**Cell placement**

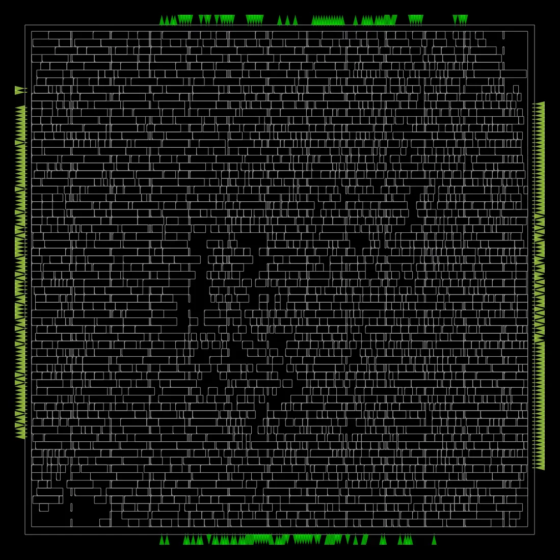
**Placed cells, one colour a class**

Scale: 2 px per um.
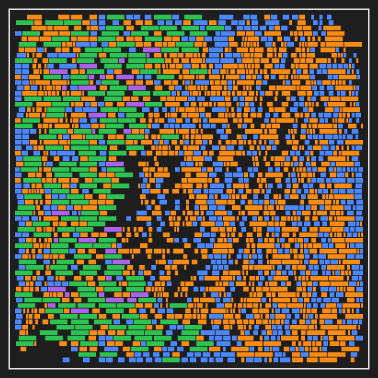
==> config.mk <==
export PLATFORM = sky130hd
export DESIGN_NAME = branch_resolver_flat
export DESIGN_NICKNAME = d
export VERILOG_FILES = /design/src/rtl/branch_resolver_if.sv /design/src/rtl/branch_resolver.sv /design/src/flat_wrapper.sv
export SDC_FILE = /design/constraint.sdc
export NUM_CORES = 1
export LEC_CHECK = 0
export CORE_MARGIN = 2
export CORE_UTILIZATION = 48
export DETAILED_ROUTE_END_ITERATION = 12
export PLACE_DENSITY = 0.79
export SETUP_SLACK_MARGIN = 0.5
export SYNTH_ARGS = -nofsm -noshare
export SYNTH_HDL_FRONTEND = slang
export SYNTH_SLANG_ARGS = --single-unit
==> constraint.sdc <==
create_clock -name clk -period 5.5 [get_ports clk]
set_input_delay 1.1 -clock clk [delete_from_list [all_inputs] [get_ports clk]]
set_output_delay 1.1 -clock clk [all_outputs]
set_load 0.03 [all_outputs]
==> COMMIT_EDITMSG <==
Store results of the implementation flow

- The run finished, with violations left.
- Failing checks: setup timing
* Sequential cell area: 0.00490 mm2
* Most used cells in the layout excluding fill and tap cells: sky130_fd_sc_hd__buf_4, sky130_fd_sc_hd__dfrtp_1, sky130_fd_sc_hd__clkdlybuf4s50_1
* Worst setup path category: input port to primary output
- Most common cell in the synthesized netlist: sky130_fd_sc_hd__dfrtp_1
- The via count of the first global-routing pass was around 16,000.
- between 300 and 400 I/O pins were placed.
- Most common cell after layout, fill and taps aside: sky130_fd_sc_hd__buf_4
* Met2 global-route usage: 0.578
- Overall routed net length: about 59,000 um
- Signal arrival time at the worst endpoint: 5.04 ns
- Final setup slack of the worst path: -0.644 ns
- Antenna violations before repair: 0
- Root buffer cell: sky130_fd_sc_hd__clkbuf_16
- Complex Gates by Area: 0.165
- The die covers between 0.03 and 0.04 mm2.
* CTS Hold Buffers Added: 0
* Met2 wire length: about 28,000 um
- Post-synth top area share: 0.334
* Met3 usage in global routing: 0.0651
- Hold path cells: 1
- Cell area leaders: sky130_fd_sc_hd__dfrtp_1, sky130_fd_sc_hd__mux2_2, sky130_fd_sc_hd__ha_1, sky130_fd_sc_hd__xnor2_1, sky130_fd_sc_hd__xor2_1
* Distinct cell type count after synthesis: about 95
- Walking the worst path, the cells encountered are buf_8, ha_4, nor2b_4, o211ai_1, a21boi_4, o41ai_4, nand3_2, mux2_4, buf_6, buf_6, or4_4, o31ai_4, o21ai_2, and4b_1, and4b_1, nand3_2, o21ai_2, a21oi_2, buf_6.
* Clock-pin transition on the worst setup and hold timing paths: ~0.070 ns
- Seq_cells: about 200
* Final critical-path required period: between 6 and 7 ns
* Top cells by count, synth: sky130_fd_sc_hd__dfrtp_1, sky130_fd_sc_hd__mux2_2, sky130_fd_sc_hd__nand2_1, sky130_fd_sc_hd__ha_1, sky130_fd_sc_hd__nor2_1
* Post-CTS setup repair buffer count: between 50 and 60
- Antenna diode count: 0
- The layout has 19 clock buffers.
- Worst voltage drop across the vdd grid: between 0.2 and 0.3 mV
- Measured on the final layout, buffering overhead outside the clock network stands at 0.269.
* Non-clock inverter total of the final layout: about 74
- Unrepaired setup endpoints after global routing: yes
* Number of multi-input logic gates: roughly 1,200
- Endpoints failing hold in the final report were tallied at 0.
- Cells after synthesis: roughly 1,600
- The layout report lists the multi-input gate area as roughly 0.011 mm2.
- Max_cap viols: 0
* # setup viols final: 3
- Crit path depth: 19
-- 'cell placement' (at the start) --
fill cell instance count of the final layout: 1,911
Tapcell Cnt: 396

-- 'placed cells, one colour a class' (at the start) --
| colour | class | cells | share of their area |
|---|---|---|---|
| blue | remaining buffers and delay cells | 716 | 27% |
| purple | clock drivers and dummy loads | 32 | 2.3% |
| orange | remaining logic cells | 1,309 | 50% |
| green | registers | 196 | 21% |
sequential portion of the cell area: 0.202
floorplan row count: 64
post-layout util: 0.799
Std-Cell Core Area: 0.0303 mm2

-- power by group --
| part | internal (W) | switching [W] | total, W |
|---|---|---|---|
| combinational | 0.00163 | 0.00162 | 0.00325 |
| clock | 0.000606 | 0.000578 | 0.00118 |
| sequential | 0.00158 | 0.000238 | 0.00182 |
| total | 0.00381 | 0.00244 | 0.00625 |
-- metrics by stage --
stage / power (W) / worst slack [ns] / hold WS (ns) / utilization
finish: 0.00625 / -0.644 / 0.499 / 0.799
global route: 0.00652 / -0.679 / 0.520 / 0.799
CTS: 0.00604 / -0.484 / 0.502 / 0.765
detailed placement: 0.00446 / -1.16 / 0.479 / 0.682
global placement: 0.00442 / -1.30 / 0.464 / 0.682
floorplan: 0.00309 / -0.0637 / 0.454 / -
No activity file was given, so power comes from the tool's default toggle rates.
